==> images/m2.png <==
The bar under the picture is 20 um long.
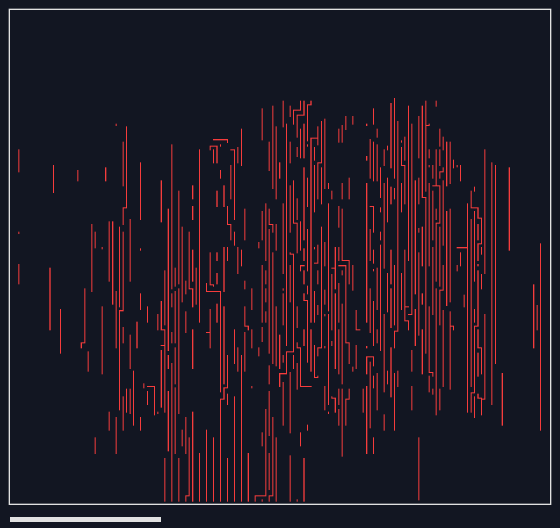
==> images/route_heat.png <==
The bar under the picture is 20 um long. 14 x 13 tiles, from dark purple (low) to yellow (high), scaled to the fullest tile. Values are wire area over tile area, all layers added.
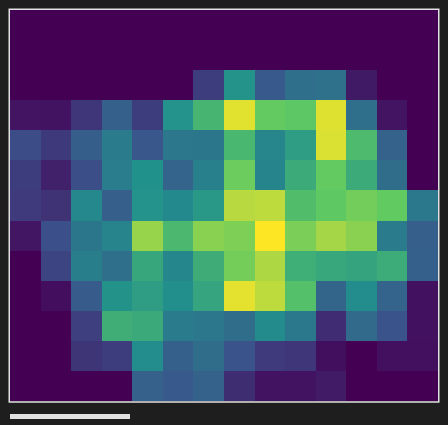
==> images/m1.png <==
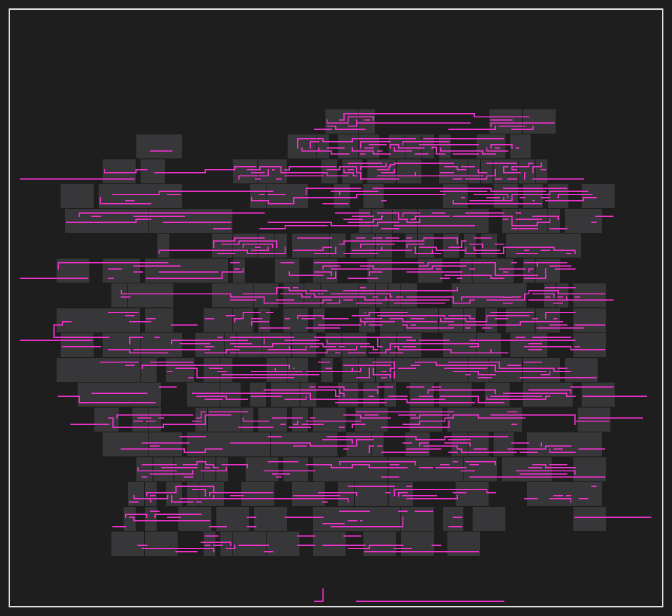
==> images/m3.png <==
The bar under the picture is 20 um long.
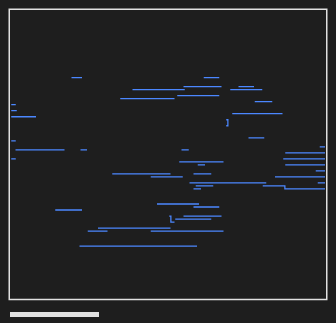
--- config.mk ---
export PLATFORM = sky130hd
export DESIGN_NAME = rr_select_arbiter8
export DESIGN_NICKNAME = d
export VERILOG_FILES = /design/src/rtl/rr_select_arbiter8.sv
export SDC_FILE = /design/constraint.sdc
export NUM_CORES = 1
export LEC_CHECK = 0
export CAP_MARGIN = 0
export CORE_ASPECT_RATIO = 0.9
export CORE_MARGIN = 5
export CORE_UTILIZATION = 46
export CTS_BUF_LIST = sky130_fd_sc_hd__clkbuf_8
export CTS_CLUSTER_DIAMETER = 120
export DETAILED_ROUTE_END_ITERATION = 6
export GPL_ROUTABILITY_DRIVEN = 0
export GPL_TIMING_DRIVEN = 0
export PLACE_DENSITY = 0.85
export SYNTH_ARGS = -nofsm -noshare
export SYNTH_HDL_FRONTEND = slang
export SYNTH_SLANG_ARGS = --single-unit
export TNS_END_PERCENT = 20
--- constraint.sdc ---
create_clock -name clk -period 5.1 [get_ports clk]
set_input_delay 1.02 -clock clk [delete_from_list [all_inputs] [get_ports clk]]
set_output_delay 1.02 -clock clk [all_outputs]
set_load 0.005 [all_outputs]
--- src/rtl/rr_select_arbiter8.sv ---
// Round-robin arbiter driving the select of an 8-to-1 data multiplexer.
// In packet mode a grant is held until a last beat is transferred.
module rr_select_arbiter8 #(
  parameter bit PacketMode = 1'b1
) (
  input  logic       clk,
  input  logic       rstN,
  input  logic [7:0] reqValid,
  input  logic [7:0] reqLast,
  output logic [7:0] reqReady,
  output logic [2:0] select,
  output logic       outValid,
  output logic       outLast,
  input  logic       outReady,
  output logic       busy
);

  localparam int unsigned NumReq = 8;
  localparam int unsigned IdxW   = 3;

  typedef enum logic {
    IDLE  = 1'b0,
    GRANT = 1'b1
  } state_e;

  state_e            state_q, state_d;
  logic [IdxW-1:0]   select_q, select_d;
  logic [IdxW-1:0]   ptr_q, ptr_d;
  logic              busy_q, busy_d;

  logic [IdxW-1:0]   search_start;
  logic [IdxW-1:0]   winner;
  logic              any_valid;
  logic              xfer;
  logic              release_beat;

  // First valid index scanning start, start+1, ... with mod-8 wrap.
  function automatic logic [IdxW-1:0] find_winner(input logic [NumReq-1:0] valid,
                                                  input logic [IdxW-1:0]   start);
    logic [IdxW-1:0] idx;
    logic [IdxW-1:0] result;
    logic            found;
    result = start;
    found  = 1'b0;
    for (int unsigned k = 0; k < NumReq; k++) begin
      idx = start + IdxW'(k);
      if (!found && valid[idx]) begin
        result = idx;
        found  = 1'b1;
      end
    end
    return result;
  endfunction

  // Search restarts just after the current grant on release, otherwise at ptr.
  assign search_start = (state_q == GRANT) ? (select_q + IdxW'(1)) : ptr_q;
  assign winner       = find_winner(reqValid, search_start);
  assign any_valid    = |reqValid;

  always_comb begin
    state_d      = state_q;
    select_d     = select_q;
    ptr_d        = ptr_q;
    busy_d       = busy_q;
    outValid     = 1'b0;
    outLast      = 1'b0;
    reqReady     = '0;
    xfer         = 1'b0;
    release_beat = 1'b0;

    case (state_q)
      IDLE: begin
        if (any_valid) begin
          select_d = winner;
          state_d  = GRANT;
          busy_d   = 1'b1;
        end
      end
      GRANT: begin
        outValid           = reqValid[select_q];
        outLast            = reqLast[select_q];
        reqReady[select_q] = outReady;
        xfer               = outValid && outReady;
        release_beat       = xfer && (PacketMode ? outLast : 1'b1);
        if (release_beat) begin
          ptr_d = select_q + IdxW'(1);
          if (any_valid) begin
            select_d = winner;
          end else begin
            state_d = IDLE;
            busy_d  = 1'b0;
          end
        end
      end
      default: begin
        state_d = IDLE;
        busy_d  = 1'b0;
      end
    endcase
  end

  always_ff @(posedge clk or negedge rstN) begin
    if (!rstN) begin
      state_q  <= IDLE;
      select_q <= '0;
      ptr_q    <= '0;
      busy_q   <= 1'b0;
    end else begin
      state_q  <= state_d;
      select_q <= select_d;
      ptr_q    <= ptr_d;
      busy_q   <= busy_d;
    end
  end

  assign select = select_q;
  assign busy   = busy_q;

endmodule

==> GITHUB_STEP_SUMMARY <==
### Metrics collected by this job

| Metric | Value |
|---|---|
| Count of distinct cell types in the synthesized netlist | `between 50 and 60` |
| Max H-tree Level | `1` |
| Main synth FF type | `dfrtp_1` |
| Final critical-path required period | `~4.2 ns` |
| Fraction of registers with async set/reset | `100%` |
| Skew-Pair Late Insertion Delay | `0.23 ns` |
| Post-synthesis chip area from yosys | `1560 sq um` |
| Die area | `4660 sq um` |
| Setup tns final | `0 ns` |
| Std-Cell Rows | `20` |
| Maximum vdd ir drop | `0.438 mV` |
| Number of antenna violations at the first check in global routing | `0` |
| Floorplan core area | `3330 sq um` |
| Clock Skew | `0.000475 ns` |
| Layout filler cell count | `between 300 and 400` |
| Setup violation total in the final timing report | `0` |
| Launching element of the worst setup path | `select[0]` |
| Critical path type | `reg2reg` |
| Max Root-Sink Buffers | `2` |
| Area fraction of the dominant cell type after synthesis | `12.8%` |
| Part of the cycle the worst path needs | `82.5%` |
| Outcome | `finished, final reports clean` |
| Synthesized flop and latch total | `8` |
| Worst Hold Class | `reg2reg` |
| Number of DRC markers in iteration 0 | `260` |
| Max-cap violations | `0` |
| Count of nets left with antenna violations after detail routing | `0` |
| Worst reg2reg path depth | `14` |
| Layout Area Growth over Synthesis | `26.7%` |
| Number of instances in the synthesized netlist | `187` |
Back to the opening pictures, m2.png:
wire length on this layer = 2150 um
share of all routed wire = 46%
drt total wl: 4650 um
M2 GR Usage: 32.5%
routed vias: 1644

Back to the opening pictures, route_heat.png:
fullest tile = 0.52
densest ninth of the die = centre
nearly empty tiles = 29%
Wirelength per Cell: 17.5 um
Total GRT Usage: 20.7%

Back to the opening pictures, m1.png:
main direction = horizontal
nets with wire on the layer = 232
share of all routed wire = 46%

Back to the opening pictures, m3.png:
main direction = horizontal
nets with wire on the layer = 41
longest straight run = 26.2 um
wire length on this layer = 311 um

cells in the final DEF, fill, tap and decap left out, types with 2 or more instances in the layout:
cell,n
and3_1,2
a211o_1,2
or3b_2,2
xnor2_1,3
nor2b_1,4
nor3_1,6
buf_2,5
a22oi_1,4
inv_1,5
o211ai_1,4
mux4_2,8
ha_1,3
dfrtp_1,8
o21ai_0,14
clkbuf_8,3
mux2_4,2
nand3b_1,3
mux2i_1,12
nand3_1,7
or4_1,2
clkdlybuf4s50_1,32
clkbuf_1,2
nand4_1,2
nor2b_2,2
buf_4,3
nor2_1,20
nand2_1,12
nor4_1,2
xor2_1,2
a21oi_1,4
mux2_2,6
nand2b_1,5
a211oi_1,10
through the flow:
| stage | hold slack [ns] | power (mW) | area [sq um] | instances | util (%) |
|---|---|---|---|---|---|
| 3_5_place_dp | 0.473 | 1.54 | 1940 | 263 | 58.2 |
| 5_1_grt | 0.542 | 1.78 | 1980 | 266 | 59.4 |
| 4_1_cts | 0.491 | 1.62 | 1980 | 266 | 59.4 |
| 3_3_place_gp | 0.473 | 1.50 | 1940 | 263 | 58.2 |
| 6_report | 0.481 | 1.64 | 1980 | 266 | 59.4 |
| 2_1_floorplan | 0.465 | 1.21 | 1560 | 187 | - |
metal layers:
metal  wire length [um]  vias to the layer above  GRT usage [%]
met2               2150                       76           32.5
li1                   -                      785              -
met1               2150                      778           30.0
met5                  0                        -              0
met4                 38                        0           5.63
met3                311                        5           2.45
state kept, by name, summed over array words and instances, names as in the netlist:
register / cells
busy: 1
ptr_q: 3
select: 3
state_q: 1
critical path, stage by stage, from the launching register on:
cell	delay [ns]
dfrtp_1	0.47
ha_1	0.37
mux2_2	0.15
buf_2	0.23
inv_1	0.10
buf_2	0.19
ha_1	0.28
clkbuf_1	0.33
mux2_2	0.39
o21ai_0	0.24
o21ai_0	0.26
nor4_4	0.49
nand3_2	0.14
a211o_1	0.27
a211oi_2	0.19
power by group:
group	switching, mW	internal, mW
Clock	0.0240	0.0510
Combinational	0.820	0.639
Sequential	0.0248	0.0858
Total	0.868	0.776
cells in the mapped netlist, drive strengths merged, types with 5 or more instances:
cell type / number
nor2: 21
o21ai: 14
mux2i: 12
nand2: 12
a211oi: 11
mux2: 9
mux4: 9
buf: 8
dfrtp: 8
nand3: 8
inv: 6
nor2b: 6
nor3: 6
a21oi: 5
nand2b: 5
cells by family (layout without fill, tap and decap cells):
| logic type | count (synthesis) | in the layout | synth area share [%] |
|---|---|---|---|
| xor+xnor | 5 | 5 | 2.81 |
| buf+inv | 16 | 51 | 5.13 |
| flops | 8 | 8 | 12.8 |
| compound gates | 50 | 50 | 21.8 |
| simple gates | 75 | 75 | 27.1 |
| mux | 30 | 30 | 27.9 |
| fa+ha+maj | 3 | 3 | 2.41 |
layout make-up:
class                      count  area, sq um  share of cell area [%]
sequential                     8          200                    10.1
timing repair buffer          32          320                    16.2
multi-input combinational    163         1280                    64.7
inverter                       6         25.0                    1.27
buffer                        10         55.1                    2.78
clock buffer                   3         41.3                    2.09
tap                           44         55.1                    2.78
Power figures rest on the tool's default switching activity, not on a simulated workload.
